File: src/rtl/pipe_stage_skid.sv
// Elastic pipeline register carrying an opaque WIDTH-bit payload, with a 2-entry skid buffer,
// synchronous flush, a sticky halt detector and a saturating stall counter.
module pipe_stage_skid #(
    parameter int               WIDTH     = 32,
    parameter logic [WIDTH-1:0] NOP_VALUE = '0,
    parameter int               HALT_BIT  = 0,
    parameter int               CNT_W     = 16
) (
    input  logic             CLK,
    input  logic             nRST,
    input  logic             in_valid,
    output logic             in_ready,
    input  logic [WIDTH-1:0] in_data,
    input  logic             flush,
    output logic             out_valid,
    input  logic             out_ready,
    output logic [WIDTH-1:0] out_data,
    output logic [1:0]       occupancy,
    output logic             halt_seen,
    output logic [CNT_W-1:0] stall_cnt
);

    typedef enum logic [1:0] {
        S_EMPTY = 2'd0,
        S_ONE   = 2'd1,
        S_FULL  = 2'd2
    } state_e;

    state_e             state_q, state_d;
    logic [WIDTH-1:0]   main_q, main_d;
    logic [WIDTH-1:0]   skid_q, skid_d;
    logic               halt_q, halt_d;
    logic [CNT_W-1:0]   cnt_q, cnt_d;
    logic               push, pop;

    // in_ready is a function of registered state only, so no comb path from out_ready.
    assign out_valid = (state_q != S_EMPTY);
    assign in_ready  = (state_q != S_FULL) && !halt_q;
    assign out_data  = main_q;
    assign occupancy = state_q;
    assign halt_seen = halt_q;
    assign stall_cnt = cnt_q;

    assign push = in_valid && in_ready;
    assign pop  = out_valid && out_ready;

    always_comb begin
        state_d = state_q;
        main_d  = main_q;
        skid_d  = skid_q;
        halt_d  = halt_q;
        cnt_d   = cnt_q;

        // A pop coinciding with flush was already sampled downstream, so it still counts.
        if (pop && main_q[HALT_BIT])
            halt_d = 1'b1;

        if (out_valid && !out_ready && !flush && (cnt_q != {CNT_W{1'b1}}))
            cnt_d = cnt_q + 1'b1;

        if (flush) begin
            state_d = S_EMPTY;
            main_d  = NOP_VALUE;
            skid_d  = NOP_VALUE;
        end else begin
            case (state_q)
                S_EMPTY: begin
                    if (push) begin
                        main_d  = in_data;
                        state_d = S_ONE;
                    end
                end
                S_ONE: begin
                    if (push && pop) begin
                        main_d = in_data;
                    end else if (push) begin
                        skid_d  = in_data;
                        state_d = S_FULL;
                    end else if (pop) begin
                        main_d  = NOP_VALUE;
                        state_d = S_EMPTY;
                    end
                end
                S_FULL: begin
                    if (pop) begin
                        main_d  = skid_q;
                        skid_d  = NOP_VALUE;
                        state_d = S_ONE;
                    end
                end
                default: begin
                    state_d = S_EMPTY;
                    main_d  = NOP_VALUE;
                    skid_d  = NOP_VALUE;
                end
            endcase
        end
    end

    always_ff @(posedge CLK) begin
        if (!nRST) begin
            state_q <= S_EMPTY;
            main_q  <= NOP_VALUE;
            skid_q  <= NOP_VALUE;
            halt_q  <= 1'b0;
            cnt_q   <= '0;
        end else begin
            state_q <= state_d;
            main_q  <= main_d;
            skid_q  <= skid_d;
            halt_q  <= halt_d;
            cnt_q   <= cnt_d;
        end
    end

endmodule

File: config.mk
export PLATFORM = sky130hd
export DESIGN_NAME = pipe_stage_skid
export DESIGN_NICKNAME = d
export VERILOG_FILES = /design/src/rtl/pipe_stage_skid.sv
export SDC_FILE = /design/constraint.sdc
export NUM_CORES = 1
export LEC_CHECK = 0
export CORE_MARGIN = 3
export CORE_UTILIZATION = 50
export DETAILED_ROUTE_END_ITERATION = 7
export GPL_ROUTABILITY_DRIVEN = 0
export PLACE_DENSITY = 0.88
export SLEW_MARGIN = 25
export SYNTH_ARGS = -nofsm -noshare
export SYNTH_HDL_FRONTEND = slang
export SYNTH_SLANG_ARGS = --single-unit
export TNS_END_PERCENT = 20
File: constraint.sdc
create_clock -name CLK -period 3.7 [get_ports CLK]
set_clock_uncertainty 0.05 [all_clocks]
set_input_delay 0.74 -clock CLK [delete_from_list [all_inputs] [get_ports CLK]]
set_output_delay 0.74 -clock CLK [all_outputs]
set_load 0.005 [all_outputs]
### Zoomed window

Window x 61 to 81, y 61 to 81 µm. Cells in grey, sequential cells in the stronger grey; small squares are vias.
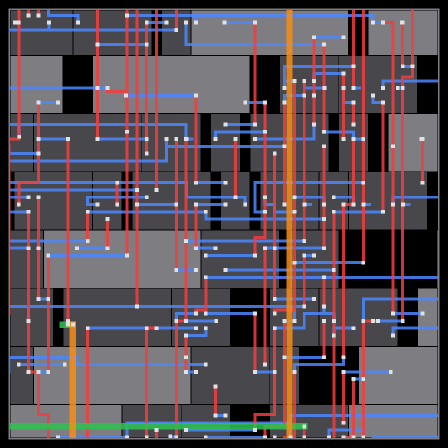
blue -> metal 1
red -> metal 2
green -> metal 3
orange -> metal 4
netlist names of flops here include = skid_q (5), out_data (2)
most frequent = nor2_1 (8), dfxtp_1 (7)
sequential cells in the window = 7
cells with their middle in the window = 37

### Clock nets

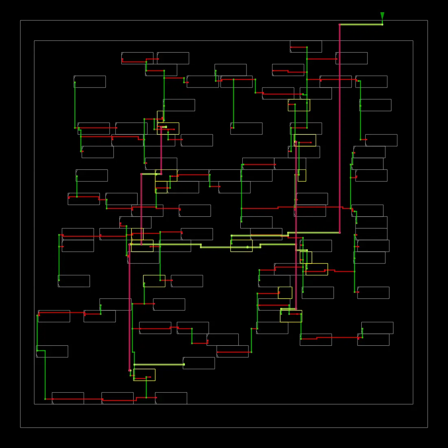
Layout clock buffers: 11
clock buffers created by TritonCTS: 9

==> deck_impl_summary.md <==
Synthesis and Place & Route Summary

Status
  – Result of the run: finished, final reports clean

Route
  – DRC violation count after routing: 0
  – Iteration count of the initial detailed-routing pass: 4
  – Uppermost metal layer occupied by signal nets: met4

Cells and area
  – Area-dominant class: combinational gates
  – Post-route core utilization: 67.7%
  – Total area of sequential cells: 0.00166 mm²
  – Combinational cell area excluding buffers and inverters: 0.00205 mm²
  – Buffer count excluding the clock tree in the final layout: 100

Hold path
  – Path class of the lowest-slack min-delay path: flip-flop to flip-flop
  – Min-Delay Startpoint: out_data[16]

Die
  – Chip area: 0.00892 mm²

Yosys
  – Simple-Gate Area Share: 23.1%
  – Synthesized instance count: 418
  – Synthesized chip area reported by yosys: 0.00391 mm²
  – Per-instance average area after synthesis: 9.36 µm²
  – Number of distinct standard cells referenced by the synthesized netlist: 48

Worst setup path
  – Number of cells on the worst reg-to-reg path: 5
  – Worst setup path endpoint: out_data[22]
  – Category of the worst setup path launch point: primary input
  – Arrival time of the worst setup path: 2.78 ns
  – R2R Setup Slk: 1.75 ns
  – CP peak stage delay: 0.57 ns

Flow run
  – Max-cap violations: 0

GRT
  – Via count of the first global-routing pass: 3,370
  – Number of antenna violations at the first check in global routing: 0

CTS
  – Number of gates resized after CTS: 0

Pwr
  – Power attributed to combinational cells: 214 µW
  – Power per cell area: 346 mW/mm²

Placement
  – Cells after DPL: 582
### Wiring by layer

(6 px per µm) Only two layers are drawn.
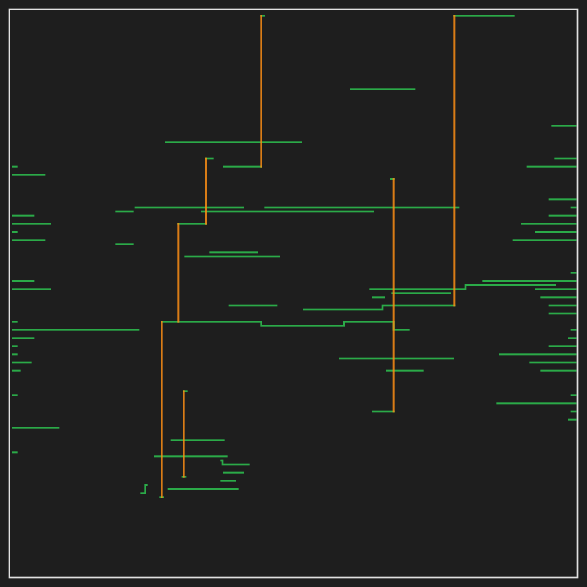
green -> metal 3  # wire length 565 µm
orange -> metal 4  # wire length 183 µm
global-route usage over all layers: 22.6%
routed len/inst: 16.3 µm
routed vias: 3,488
Total Wirelength: 9730 µm

No activity file was given, so power comes from the tool's default toggle rates.
